**config.mk**
```make
export PLATFORM = sky130hd
export DESIGN_NAME = apb4_eg_reg_timer
export DESIGN_NICKNAME = d
export VERILOG_FILES = /design/src/rtl/apb4_eg_reg_timer.sv
export SDC_FILE = /design/constraint.sdc
export NUM_CORES = 1
export LEC_CHECK = 0
export CORE_UTILIZATION = 40
export CTS_BUF_LIST = sky130_fd_sc_hd__clkbuf_16
export DETAILED_ROUTE_END_ITERATION = 16
export GPL_TIMING_DRIVEN = 0
export PLACE_DENSITY_LB_ADDON = 0.12
export SYNTH_ARGS = -nofsm -noshare
export SYNTH_HDL_FRONTEND = slang
export SYNTH_SLANG_ARGS = --single-unit
```
**constraint.sdc**
```tcl
create_clock -name pclk -period 6.6 [get_ports pclk]
set_input_delay 1.32 -clock pclk [delete_from_list [all_inputs] [get_ports pclk]]
set_output_delay 1.32 -clock pclk [all_outputs]
set_load 0.02 [all_outputs]
```
**src/rtl/apb4_eg_reg_timer.sv**
```systemverilog
// Register-mapped down-counting timer with reload, W1C interrupt status and a
// synchronised external tick source.
module apb4_eg_reg_timer #(
  parameter int unsigned ADDRWIDTH = 12
) (
  input  logic                 pclk,
  input  logic                 preset,
  input  logic [ADDRWIDTH-1:0] addr,
  input  logic                 read_en,
  input  logic                 write_en,
  input  logic [3:0]           byte_strobe,
  input  logic [31:0]          wdata,
  output logic [31:0]          rdata,
  input  logic                 ext_in,
  output logic                 irq
);

  localparam int unsigned AW      = ADDRWIDTH - 2;
  localparam logic [31:0] IdValue = 32'h0A5E_0001;

  logic [AW-1:0] widx;
  logic          sel_ctrl, sel_reload, sel_value, sel_intstat, sel_id;

  logic [2:0]  ctrl_q, ctrl_d;
  logic [31:0] reload_q, reload_d;
  logic [31:0] value_q, value_d;
  logic        intstat_q, intstat_d;
  logic        irq_q, irq_d;
  logic        sync1_q, sync2_q, sync3_q;

  logic ext_tick, tick, value_wr, reload_evt, w1c;
  logic unused_addr_lsb;

  assign widx            = addr[ADDRWIDTH-1:2];
  assign unused_addr_lsb = ^addr[1:0];

  assign sel_ctrl    = (widx == AW'(0));
  assign sel_reload  = (widx == AW'(1));
  assign sel_value   = (widx == AW'(2));
  assign sel_intstat = (widx == AW'(3));
  assign sel_id      = (widx == AW'(4));

  function automatic logic [31:0] merge_bytes(input logic [31:0] old_val,
                                              input logic [31:0] new_val,
                                              input logic [3:0]  strb);
    logic [31:0] res;
    res = old_val;
    for (int k = 0; k < 4; k++) begin
      if (strb[k]) res[8*k +: 8] = new_val[8*k +: 8];
    end
    return res;
  endfunction

  // sync2 is the synchronised level; sync3 holds its previous value for edge detect
  assign ext_tick = sync2_q & ~sync3_q;
  assign tick     = ctrl_q[0] & (ctrl_q[2] ? ext_tick : 1'b1);

  assign value_wr   = write_en & sel_value & (|byte_strobe);
  assign reload_evt = tick & ~value_wr & (value_q == 32'd0);
  assign w1c        = write_en & sel_intstat & byte_strobe[0] & wdata[0];

  always_comb begin
    ctrl_d    = ctrl_q;
    reload_d  = reload_q;
    value_d   = value_q;
    intstat_d = intstat_q;
    irq_d     = intstat_q & ctrl_q[1];

    if (write_en && sel_ctrl && byte_strobe[0]) ctrl_d = wdata[2:0];
    if (write_en && sel_reload) reload_d = merge_bytes(reload_q, wdata, byte_strobe);

    // A software load of VALUE swallows a coincident tick
    if (value_wr) begin
      value_d = merge_bytes(value_q, wdata, byte_strobe);
    end else if (tick) begin
      value_d = (value_q == 32'd0) ? reload_q : value_q - 32'd1;
    end

    if (reload_evt) begin
      intstat_d = 1'b1;
    end else if (w1c) begin
      intstat_d = 1'b0;
    end
  end

  always_ff @(posedge pclk) begin
    if (preset) begin
      ctrl_q    <= 3'd0;
      reload_q  <= 32'd0;
      value_q   <= 32'd0;
      intstat_q <= 1'b0;
      irq_q     <= 1'b0;
      sync1_q   <= 1'b0;
      sync2_q   <= 1'b0;
      sync3_q   <= 1'b0;
    end else begin
      ctrl_q    <= ctrl_d;
      reload_q  <= reload_d;
      value_q   <= value_d;
      intstat_q <= intstat_d;
      irq_q     <= irq_d;
      sync1_q   <= ext_in;
      sync2_q   <= sync1_q;
      sync3_q   <= sync2_q;
    end
  end

  assign irq = irq_q;

  always_comb begin
    rdata = 32'd0;
    if (read_en) begin
      if (sel_ctrl)         rdata = {29'd0, ctrl_q};
      else if (sel_reload)  rdata = reload_q;
      else if (sel_value)   rdata = value_q;
      else if (sel_intstat) rdata = {31'd0, intstat_q};
      else if (sel_id)      rdata = IdValue;
    end
  end

endmodule
```
Figure 1. Routed clock nets over the placement.
Scale bar: 20 µm.
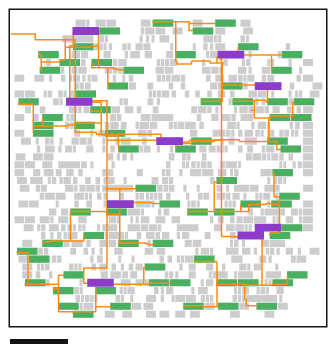
- green: flip-flops (count 72)
- purple: cells driving clock nets (count 9)
- orange: clock wires (length 1060 µm)
- flops lie: spread over the die
- routed clock nets: 10
share of power burned in the clock network: 52.3%
clk_lat worst skew: 350 ps
final clock skew: 6.32 ps
Power Clock: 0.000561 W

Figure 2. Placed cells, one colour a class.
Scale bar: 20 µm.
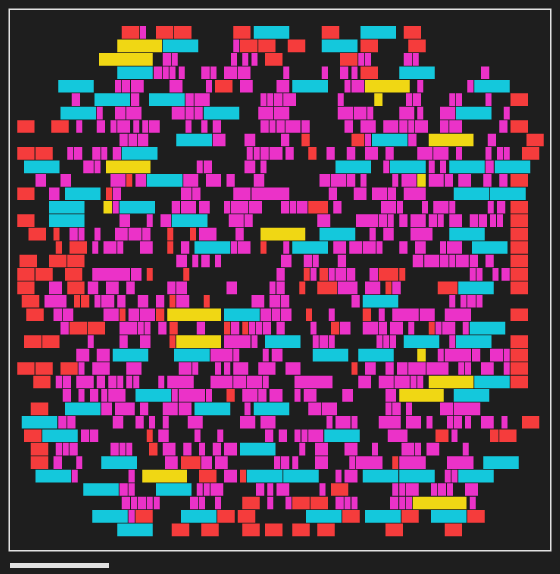
- red: other buffers and delay cells (cells 128; share of their area 18%)
- magenta: all other logic (cells 502; share of their area 51%)
- cyan: flops (cells 72; share of their area 25%)
- yellow: clock drivers and dummy loads (cells 16; share of their area 5.8%)

==> datasheet_impl.txt <==
Physical implementation characteristics

Parameter                              Value

Worst setup path
  Setup slack, reg-to-reg .................. 3730 ps
  Maximum net fanout on the critical path .................. 10
  Critical path class .................. in -> out
  Required time of the critical path .................. 5280 ps
  Critical R2R Capture .................. value_q[21]
  Most numerous cell on the critical path .................. sky130_fd_sc_hd__clkdlybuf4s50_1

Finish
  Highest-count cells in the layout ignoring fill and taps .................. sky130_fd_sc_hd__nand2_1, sky130_fd_sc_hd__clkdlybuf4s50_1, sky130_fd_sc_hd__dfxtp_1, sky130_fd_sc_hd__nor2_1, sky130_fd_sc_hd__a21oi_1
  Diodes inserted .................. 0
  Multi-input combinational gate total .................. 498
  Final standard cell utilization of the core .................. 53.9%
  Proportion of cell area occupied by registers .................. 24.2%
  Final net count .................. 768
  Area added between synthesis and finish .................. 29.3%
  Top cell category .................. logic gates
  Sequential Area .................. 0.00144 mm²
  Non-Clock Inverter Count .................. 4

Timing
  Summed negative setup slack over all endpoints .................. 0 ps
  Minimum setup slack in the final design .................. 576 ps
  Final period demand of the worst path .................. 6020 ps
  Max Fclk .................. 0.166 GHz
  Number of endpoints with negative hold slack in the final report .................. 0

Synthesis
  Unique cell types .................. 68
  Cell count listed in synth_stat.txt .................. 618
  Top cell type by instance count after synthesis .................. sky130_fd_sc_hd__nand2_1
  Post-synth tally of flip-flops with integrated enable .................. 0
  Post-synthesis sequential area ratio .................. 31.3%
  Async set or reset register ratio after synthesis .................. 0%

Global routing
  Initial antenna violation count .................. 0
  Met2 Usage GRT .................. 46.3%
  First-pass GRT wire length .................. 25700 µm
  Overflow left after global routing .................. 0
  Gr busiest metal .................. met2

Floorplanning
  Floorplan-stage core utilization .................. 41.7%
  Placeable core region .................. 0.0110 mm²
  I/O pin count .................. 86
  Chip height .................. 109 µm

Pwr
  Worst VDD drop .................. 0.159 mV

Detailed routing
  Number of routed nets with antenna violations .................. 0
  Number of vias per cell after detailed routing .................. 6.00
  Routed wire length per instance .................. 19.4 µm

Worst hold path
  HP Start .................. sync1_q
  Class of the tightest hold or removal check .................. reg -> reg

Clocking
  Root cell of the clock tree .................. sky130_fd_sc_hd__clkbuf_16
  Clock tree from TritonCTS .................. built
  Maximum buffer depth of the clock tree .................. 2
  Clock buffer count from CTS .................. 9
  Post-cts sizing count .................. 0

Run status
  Result of the run .................. finished, final reports clean
Figure 3. Logic cells by family.
Scale bar: 20 µm.
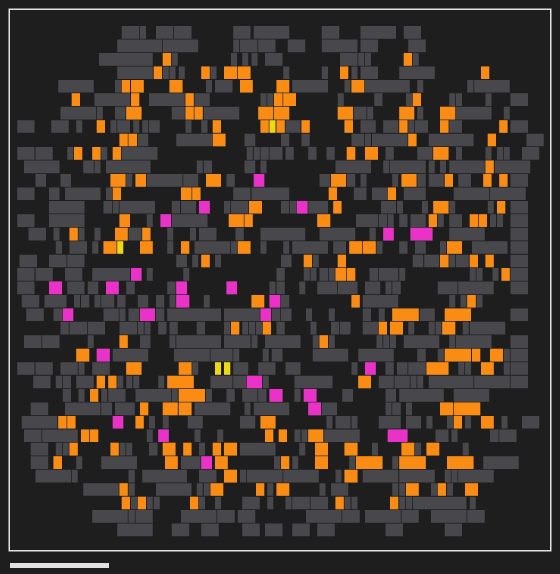
- magenta: AND and OR gates (cells 26; most used and3_1)
- orange: inverting AOI/OAI gates (cells 166; most used a21oi_1; where spread over the die)
- yellow: inverters (cells 4; most used inv_1)
Post-Layout Cell Count: 858
logic gate fraction of the total cell area: 49.1%

Figure 4. Clock wiring as the flow saved it.
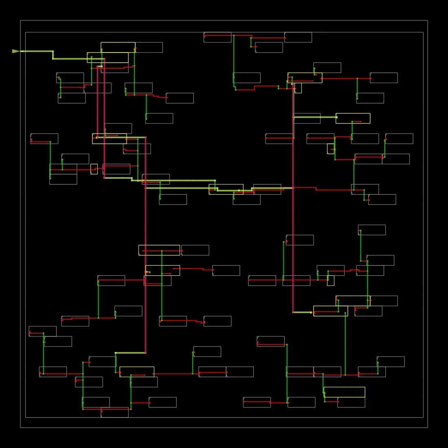
Flops: 72
CLK BUF: 9

state kept, by name, summed over array words and instances (netlist names):
register   count
sync2_q        1
irq            1
reload_q      32
sync3_q        1
ctrl_q         3
intstat_q      1
sync1_q        1
value_q       32
cells by family (layout without fill, tap and decap cells):
family,Yosys count,count (layout),share of synthesized area (%)
flip-flops,72,72,31.3
AND-OR/OR-AND,184,184,27.4
XOR/XNOR,22,22,4.19
multiplexers,4,4,0.897
adder cells (fa/ha/maj),2,2,0.544
AND/OR/NAND/NOR,286,286,30.5
buffers and inverters,48,148,5.17
per-stage QoR:
stage	total power [W]	instance area, µm²
finish	0.00107	5950
global route	0.00111	5950
CTS	0.00108	5950
detailed placement	0.000520	5610
global placement	0.000519	5610
floorplan	0.000471	4600
per-layer routing:
layer	part of all wire (%)	up-vias
met4	3.2	0
met1	45	2447
li1	-	2445
met3	6.6	36
met5	0	-
met2	45	224
how the worst max path moves through the flow:
stage	startpoint	endpoint	slack (ps)	depth (start not counted)
2_1_floorplan	addr[9]	rdata[14]	2210	7
3_3_place_gp	addr[9]	rdata[15]	640	9
3_5_place_dp	addr[9]	rdata[15]	620	9
4_1_cts	addr[9]	rdata[15]	620	9
5_1_grt	addr[9]	rdata[15]	370	9
6_report	addr[9]	rdata[15]	580	9
report_power, final:
| part | switching [W] | internal [W] | total [W] |
|---|---|---|---|
| Clock | 0.000194 | 0.000366 | 0.000561 |
| Combinational | 0.0000392 | 0.0000361 | 0.0000753 |
| Sequential | 0.000000399 | 0.000435 | 0.000436 |
Power and IR drop assume default switching activity.
